<file path="config.mk">
export PLATFORM = sky130hd
export DESIGN_NAME = pop_arbiter_rr
export DESIGN_NICKNAME = d
export VERILOG_FILES = /design/src/rtl/pop_arbiter_rr.sv
export SDC_FILE = /design/constraint.sdc
export NUM_CORES = 1
export LEC_CHECK = 0
export ABC_CLOCK_PERIOD_IN_PS = 2200
export CAP_MARGIN = 0
export CORE_MARGIN = 3
export CORE_UTILIZATION = 25
export DETAILED_ROUTE_END_ITERATION = 10
export SLEW_MARGIN = 10
export SYNTH_ARGS = -nofsm -noshare
export SYNTH_HDL_FRONTEND = slang
export SYNTH_SLANG_ARGS = --single-unit
</file>
<file path="constraint.sdc">
create_clock -name clk -period 2.2 [get_ports clk]
set_clock_uncertainty 0.2 [all_clocks]
set_input_delay 0.44 -clock clk [delete_from_list [all_inputs] [get_ports clk]]
set_output_delay 0.44 -clock clk [all_outputs]
set_load 0.005 [all_outputs]
</file>
<file path="src/rtl/pop_arbiter_rr.sv">
// Round-robin pop arbiter: drains four source FIFOs into one downstream FIFO
// with a fixed two-cycle pop-to-push latency and a sticky error state.
module pop_arbiter_rr #(
  parameter int DW = 8
) (
  input  logic          clk,
  input  logic          reset,
  input  logic [3:0]    fifo_empty,
  input  logic [3:0]    fifo_error,
  input  logic [3:0]    fifo_valid,
  input  logic [4*DW-1:0] fifo_data,
  input  logic          down_almost_full,
  input  logic          down_error,
  output logic [3:0]    pop,
  output logic          push_out,
  output logic [DW-1:0] data_out,
  output logic [1:0]    src_id,
  output logic          idle,
  output logic          error_out
);

  typedef enum logic [4:0] {
    S_RESET  = 5'b00001,
    S_IDLE   = 5'b00010,
    S_ACTIVE = 5'b00100,
    S_PAUSE  = 5'b01000,
    S_ERROR  = 5'b10000
  } state_t;

  state_t r_state;
  logic [1:0] r_last;
  logic [1:0] r_pend_idx;
  logic       r_pend_vld;
  logic       r_pop_d2;

  logic [1:0]    w_c;
  logic [1:0]    w_gnt_idx;
  logic          w_gnt_vld;
  logic          w_pop_en;
  logic [3:0]    w_pend_oh;
  logic [3:0]    w_unexp;
  logic          w_err;
  logic          w_push;
  logic          w_any;
  logic [DW-1:0] w_slice;

  // Lowest offset from last grant wins; offset 4 is the last grant itself.
  always_comb begin
    w_gnt_vld = 1'b0;
    w_gnt_idx = 2'd0;
    w_c       = r_last;
    for (int k = 4; k >= 1; k--) begin
      w_c = r_last + 2'(k);
      if (!fifo_empty[w_c]) begin
        w_gnt_vld = 1'b1;
        w_gnt_idx = w_c;
      end
    end
  end

  assign w_any    = ~&fifo_empty;
  assign w_pop_en = (r_state == S_ACTIVE) && !down_almost_full && w_gnt_vld;
  assign pop      = w_pop_en ? (4'b0001 << w_gnt_idx) : 4'b0000;

  assign w_pend_oh = r_pend_vld ? (4'b0001 << r_pend_idx) : 4'b0000;
  assign w_unexp   = fifo_valid & ~w_pend_oh;
  assign w_err     = (r_state != S_RESET) &&
                     (|fifo_error || down_error || |w_unexp);
  assign w_push    = r_pend_vld && fifo_valid[r_pend_idx];
  assign w_slice   = fifo_data[DW*r_pend_idx +: DW];

  assign idle = (r_state == S_IDLE) && !r_pend_vld && !r_pop_d2;

  always_ff @(posedge clk) begin
    if (reset) begin
      r_state    <= S_RESET;
      r_last     <= 2'd3;
      r_pend_idx <= 2'd0;
      r_pend_vld <= 1'b0;
      r_pop_d2   <= 1'b0;
      push_out   <= 1'b0;
      data_out   <= '0;
      src_id     <= 2'd0;
      error_out  <= 1'b0;
    end else if (w_err || r_state == S_ERROR) begin
      r_state    <= S_ERROR;
      r_pend_vld <= 1'b0;
      r_pop_d2   <= 1'b0;
      push_out   <= 1'b0;
      error_out  <= 1'b1;
    end else begin
      r_pend_vld <= w_pop_en;
      r_pop_d2   <= r_pend_vld;
      push_out   <= w_push;
      if (w_pop_en) begin
        r_pend_idx <= w_gnt_idx;
        r_last     <= w_gnt_idx;
      end
      if (w_push) begin
        data_out <= w_slice;
        src_id   <= r_pend_idx;
      end
      unique case (r_state)
        S_RESET: r_state <= S_IDLE;
        S_IDLE: begin
          if (down_almost_full) r_state <= S_PAUSE;
          else if (w_any)       r_state <= S_ACTIVE;
        end
        S_ACTIVE: begin
          if (down_almost_full) r_state <= S_PAUSE;
          else if (!w_any)      r_state <= S_IDLE;
        end
        S_PAUSE: begin
          if (!down_almost_full)
            r_state <= w_any ? S_ACTIVE : S_IDLE;
        end
        default: r_state <= S_ERROR;
      endcase
    end
  end

endmodule

</file>
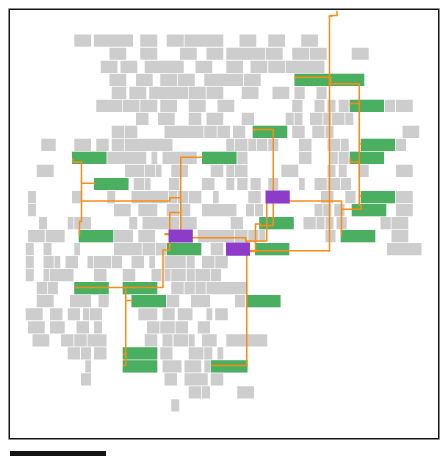
*Routed clock nets over the placement*
Bar = 20 um.
Key: flip-flops = green [count 23]; clock wires = orange [length 368 um]; clock drivers = purple [count 3]
There are 4 routed clock nets.
clk latency late pin: 0.27 ns
Clock Power: 0.000274 W
Clock Power Share: 30.2%

==> impl_metrics.ini <==
; synthesis and place-and-route metrics
[hold_path]
min_from = down_almost_full
min_to = r_state[2]$_SDFFE_PP0P_
hold_path_class = in2reg

[timing]
slew_headroom_pct = 73.86
setup_violations = 5
tightest_slew_ns = 0.3898
fin_ws_ns = -0.3703

[setup_path]
r2r_start = r_pend_idx[1]$_SDFFE_PP0P_
cp-start-kind = flop
cp.arrival_ns = 1.93
crit_buf_inv = 1

[finish]
largest_reg_flops = 8
drive_gt1_share_pct = 28.27

[route]
dr.pass1.iters = 4
viasPerCell = 5.072
route.met2.wl_mm = 2.626

[global_routing]
overflow = 0
grt_use_met3_pct = 1.935

[placed_design]
dp_slack_ns = -1.055

[run_status]
status = finished, violations left
violations = negative setup slack

[pwr]
fin_total_pwr_w = 0.0009061

[synth]
ys_sh_mux_pct = 15.33
synth_adder_area_share_pct = 0
synth_nets = 244

[floorplanning]
die_h_um = 89.38
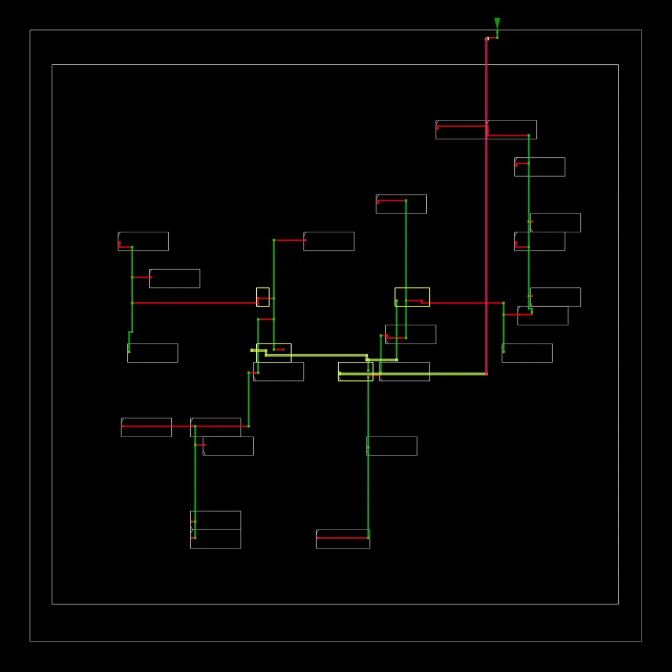
*Clock nets*
Clock Buffer Count: 3
CTS buffer count: 3

==> tightest hold or removal path, stage by stage <==
cell and delay (ns):
buf_2 0.09, buf_4 0.12, nor4b_4 0.04
==> stage by stage <==
stage                     cell area, um2  util [%]
after floorplan                     1749         -
after global placement              2704     41.40
after detailed placement            2704     41.40
after CTS                           2806     42.97
after global routing                2813     43.07
final                               2813     43.07
==> cell families after synthesis <==
| group | count (synthesis) |
|---|---|
| buf+inv | 20 |
| xor+xnor | 2 |
| mux | 15 |
| compound gates | 43 |
| simple gates | 93 |
| flops | 23 |
==> layout by cell type, fill, tap and decap left out, types with 3 or more instances in the layout <==
| cell | netlist | layout |
|---|---|---|
| clkdlybuf4s50_1 | 0 | 52 |
| buf_4 | 1 | 32 |
| dfxtp_1 | 23 | 22 |
| nor2b_1 | 17 | 17 |
| o21ai_0 | 14 | 13 |
| nor2_1 | 10 | 10 |
| nand4_1 | 10 | 10 |
| a22oi_1 | 10 | 10 |
| nand3_1 | 13 | 10 |
| nor3b_1 | 9 | 9 |
| mux4_2 | 9 | 9 |
| nand2_1 | 6 | 6 |
| buf_2 | 6 | 6 |
| nand2b_1 | 7 | 5 |
| inv_1 | 3 | 3 |
| nand3_2 | 0 | 3 |
| and3_1 | 3 | 3 |
| mux2i_1 | 3 | 3 |
| clkbuf_8 | 0 | 3 |
| clkbuf_2 | 0 | 3 |
| buf_12 | 0 | 3 |
==> cell type report <==
cell class / instances / area [um2]
inverter: 3 / 11.26
sequential: 23 / 461.7
fill: 656 / 3719
multi-input combinational: 153 / 1292
timing repair buffer: 100 / 904.6
tap: 77 / 96.34
clock inverter: 1 / 5.005
clock buffer: 3 / 41.29
No activity file was given, so power comes from the tool's default toggle rates.
